## src/rtl/status_register.sv

```systemverilog
// 6502 processor status register (P) with IRQ/NMI synchronisation and I-mask delay.
// P updates 1 cycle after a strobe; interrupt outputs are decoded from registers only.
module status_register #(
    parameter logic [7:0] RESET_P = 8'h34
) (
    input  logic       clk,
    input  logic       rst,
    input  logic [7:0] alu_flags,
    input  logic [7:0] alu_flags_ena,
    input  logic       flags_we,
    input  logic       plp_we,
    input  logic [7:0] plp_data,
    input  logic       int_enter,
    input  logic       push_b,
    input  logic       instr_boundary,
    input  logic       int_ack,
    input  logic       irq_n,
    input  logic       nmi_n,
    output logic [7:0] p_out,
    output logic [7:0] p_push,
    output logic       int_req,
    output logic       int_is_nmi
);

    localparam int unsigned BIT_D = 3;
    localparam int unsigned BIT_I = 2;

    logic [7:0] p_q, p_d;
    logic       irq_m_q, irq_m_d;
    logic       irq_s_q, irq_s_d;
    logic       nmi_m_q, nmi_m_d;
    logic       nmi_s_q, nmi_s_d;
    logic       nmi_d_q, nmi_d_d;
    logic       nmi_pend_q, nmi_pend_d;
    logic       irq_mask_q, irq_mask_d;

    always_comb begin
        p_d = p_q;
        if (flags_we) begin
            p_d = (p_q & ~alu_flags_ena) | (alu_flags & alu_flags_ena);
        end
        if (plp_we) begin
            p_d = plp_data;
        end
        // Bits 5 and 4 have no storage meaning; they always read back as 1.
        p_d[5] = 1'b1;
        p_d[4] = 1'b1;
        if (int_enter) begin
            p_d[BIT_I] = 1'b1;
            p_d[BIT_D] = 1'b0;
        end
    end

    always_comb begin
        irq_m_d = irq_n;
        irq_s_d = irq_m_q;
        nmi_m_d = nmi_n;
        nmi_s_d = nmi_m_q;
        nmi_d_d = nmi_s_q;

        // A fresh falling edge beats an acknowledge landing in the same cycle.
        nmi_pend_d = nmi_pend_q;
        if (nmi_d_q && !nmi_s_q) begin
            nmi_pend_d = 1'b1;
        end else if (int_ack && nmi_pend_q) begin
            nmi_pend_d = 1'b0;
        end

        // Sampling the pre-update I gives the one-instruction delay on CLI/SEI/PLP.
        irq_mask_d = irq_mask_q;
        if (instr_boundary) begin
            irq_mask_d = p_q[BIT_I];
        end
    end

    always_ff @(posedge clk or posedge rst) begin
        if (rst) begin
            p_q        <= RESET_P;
            irq_m_q    <= 1'b1;
            irq_s_q    <= 1'b1;
            nmi_m_q    <= 1'b1;
            nmi_s_q    <= 1'b1;
            nmi_d_q    <= 1'b1;
            nmi_pend_q <= 1'b0;
            irq_mask_q <= 1'b1;
        end else begin
            p_q        <= p_d;
            irq_m_q    <= irq_m_d;
            irq_s_q    <= irq_s_d;
            nmi_m_q    <= nmi_m_d;
            nmi_s_q    <= nmi_s_d;
            nmi_d_q    <= nmi_d_d;
            nmi_pend_q <= nmi_pend_d;
            irq_mask_q <= irq_mask_d;
        end
    end

    always_comb begin
        p_out      = p_q | 8'h30;
        p_push     = {p_q[7:6], 1'b1, push_b, p_q[3:0]};
        int_is_nmi = nmi_pend_q;
        int_req    = nmi_pend_q | (~irq_s_q & ~irq_mask_q);
    end

endmodule

```

## config.mk

```make
export PLATFORM = sky130hd
export DESIGN_NAME = status_register
export DESIGN_NICKNAME = d
export VERILOG_FILES = /design/src/rtl/status_register.sv
export SDC_FILE = /design/constraint.sdc
export NUM_CORES = 1
export LEC_CHECK = 0
export ABC_AREA = 1
export CAP_MARGIN = 20
export CORE_MARGIN = 5
export CORE_UTILIZATION = 32
export DETAILED_ROUTE_END_ITERATION = 6
export PLACE_DENSITY_LB_ADDON = 0.15
export SLEW_MARGIN = 20
export SYNTH_ARGS = -nofsm -noshare
export SYNTH_HDL_FRONTEND = slang
export SYNTH_SLANG_ARGS = --single-unit
```

## constraint.sdc

```tcl
create_clock -name clk -period 1.1 [get_ports clk]
set_input_delay 0.165 -clock clk [delete_from_list [all_inputs] [get_ports clk]]
set_output_delay 0.165 -clock clk [all_outputs]
set_load 0.01 [all_outputs]
```

Placement view:
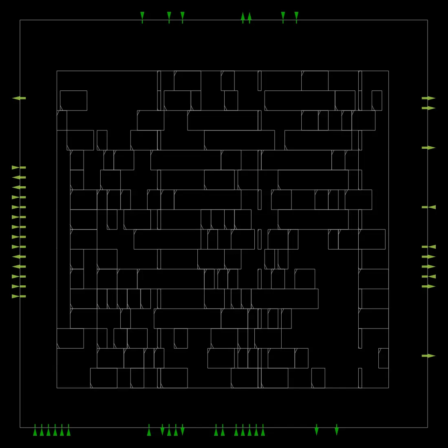
sequential portion of the cell area: 31.41%
Std-Cell Core Area: 0.001982 sq mm
utilization of the core after routing: 53.66%

Wiring heat map:
Drawn at 4 px/micron. The die is cut into 11 by 11 equal tiles; dark purple is low, yellow is high, scaled to the fullest tile. Values are wire area over tile area, all layers added.
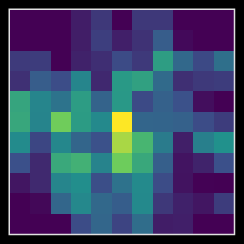
nearly empty tiles: 18%
tiles over half the peak: 14%
fullest tile: 0.31
densest ninth of the die: center
mean over tiles: 0.080
routed vias: 615
DR WL/cell: 10.31 microns
Post-Route WL: 1.526 mm
All-Layer GR Usage: 9.995%

==> impl_metrics.xml <==
<?xml version="1.0" encoding="UTF-8"?>
<metrics>
  <group name="final_layout">
    <metric name="clock_buffer_count" unit="">4</metric>
    <metric name="sequential_cell_area" unit="sq um">334.1</metric>
    <metric name="final_design_area_no_fill" unit="sq mm">0.001064</metric>
    <metric name="clock_tree_area_fraction" unit="%">2.471</metric>
    <metric name="layoutNonFillerInstCount" unit="">148</metric>
    <metric name="flops" unit="">13</metric>
    <metric name="layout.comb_gates.multi_input" unit="">42</metric>
    <metric name="comb_area" unit="sq um">210.2</metric>
    <metric name="area_growth" unit="%">57.41</metric>
    <metric name="num-fill-cells" unit="">201</metric>
    <metric name="largest-register" unit="">p_q</metric>
  </group>
  <group name="grt">
    <metric name="pin_count_of_the_biggest_net_entering_global_routing" unit="">10</metric>
    <metric name="grt.met1_usage" unit="%">11.03</metric>
    <metric name="grt_pass1_wl" unit="mm">2.497</metric>
    <metric name="antenna_found_initial" unit="">0</metric>
    <metric name="met3_routing_resource_usage_after_global_routing" unit="%">3.712</metric>
  </group>
  <group name="timing">
    <metric name="final_period_minus_worst_setup_slack" unit="ns">1.134</metric>
    <metric name="timing.fmax" unit="MHz">882.1</metric>
    <metric name="slew_violations" unit="">0</metric>
    <metric name="timing_hold_violations_final" unit="">0</metric>
    <metric name="report.final.setup_viol" unit="">3</metric>
    <metric name="timing.final.ws_setup" unit="ns">-0.03361</metric>
    <metric name="grt_setup_unrepaired" unit="">true</metric>
  </group>
  <group name="outcome">
    <metric name="run_status" unit="">finished, violations left</metric>
    <metric name="violations_in_the_final_reports" unit="">negative setup slack</metric>
  </group>
  <group name="synthesis">
    <metric name="synth-seq-cells" unit="">13</metric>
    <metric name="cell_area_after_technology_mapping" unit="sq um">675.6</metric>
    <metric name="top_cells_by_count" unit="">19 x sky130_fd_sc_hd__nand2_1, 12 x sky130_fd_sc_hd__inv_1, 10 x sky130_fd_sc_hd__buf_4</metric>
    <metric name="synth-area-yosys" unit="sq um">675.6</metric>
    <metric name="simple_gate_share" unit="%">20.56</metric>
    <metric name="synth_top_cell_by_count" unit="">sky130_fd_sc_hd__nand2_1</metric>
    <metric name="postSynthSeqShare" unit="%">49.44</metric>
    <metric name="synthesis.instances" unit="">78</metric>
    <metric name="async_flop_share" unit="%">100.0</metric>
    <metric name="yosys_warnings" unit="">0</metric>
    <metric name="main_area_contributors" unit="">sky130_fd_sc_hd__dfstp_2 27%, sky130_fd_sc_hd__dfrtp_1 22%, sky130_fd_sc_hd__buf_4 11%</metric>
  </group>
  <group name="power_and_ir_drop">
    <metric name="power.static_leakage" unit="nW">0.5281</metric>
    <metric name="dominant_power_group" unit="">registers</metric>
    <metric name="combPwrFrac" unit="%">26.9</metric>
    <metric name="cellPowerDensity" unit="mW/mm^2">1070</metric>
    <metric name="clockNetworkPower" unit="mW">0.283</metric>
    <metric name="powerComb" unit="mW">0.307</metric>
    <metric name="swShare" unit="%">25.81</metric>
  </group>
  <group name="setup_path">
    <metric name="worstReg2RegEnd" unit="">p_q[2]</metric>
    <metric name="regToRegSetupSlack" unit="ns">0.16</metric>
    <metric name="worst-setup-path-type" unit="">reg2out</metric>
    <metric name="critical_path_buf_inv_count" unit="">1</metric>
    <metric name="crit_chain" unit="">o21ai_1 -&gt; buf_2</metric>
    <metric name="r2r.worst_path.cells" unit="">5</metric>
    <metric name="timing.critical_path.arrival" unit="ns">0.97</metric>
    <metric name="cp-startpoint" unit="">irq_mask_q</metric>
    <metric name="crit_required" unit="ns">0.94</metric>
    <metric name="crit_path_end" unit="">int_req</metric>
    <metric name="critical_path_cell_count" unit="">2</metric>
  </group>
  <group name="clocking">
    <metric name="post_cts_setup_driven_buffer_insertion_count" unit="">1</metric>
    <metric name="late_pin_clk_latency" unit="ns">0.27</metric>
    <metric name="cts-resized-gates" unit="">35</metric>
    <metric name="clock_tree_from_tritoncts" unit="">done</metric>
    <metric name="cts_inserted_buffers" unit="">3</metric>
  </group>
  <group name="die">
    <metric name="io_pins" unit="">52</metric>
    <metric name="tapcell.inserted" unit="">27</metric>
    <metric name="die-height" unit="microns">55.95</metric>
    <metric name="die-area" unit="sq mm">0.003130</metric>
    <metric name="die.size.x" unit="microns">55.95</metric>
    <metric name="rows" unit="">16</metric>
  </group>
  <group name="placed_design">
    <metric name="post_dp_cell_area" unit="sq mm">0.001084</metric>
    <metric name="pre_cts_ws" unit="ns">-0.2458</metric>
  </group>
  <group name="routing">
    <metric name="vias_per_cell" unit="">4.155</metric>
    <metric name="drt_first_pass_iters" unit="">2</metric>
    <metric name="dr.max_layer_used" unit="">met4</metric>
  </group>
  <group name="job">
    <metric name="max-cap-violations" unit="">0</metric>
  </group>
</metrics>
Selected gate families:
Drawn at 6 px/micron.
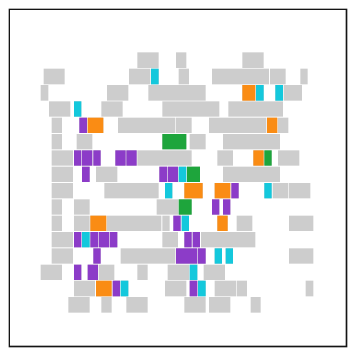
[NOR gates] green | cells: 4 | most used: nor2_2 | where: center
[inverters] cyan | cells: 14 | most used: inv_1
[inverting AOI/OAI gates] orange | cells: 9 | most used: o211ai_1
[NAND gates] purple | cells: 26 | most used: nand2_1

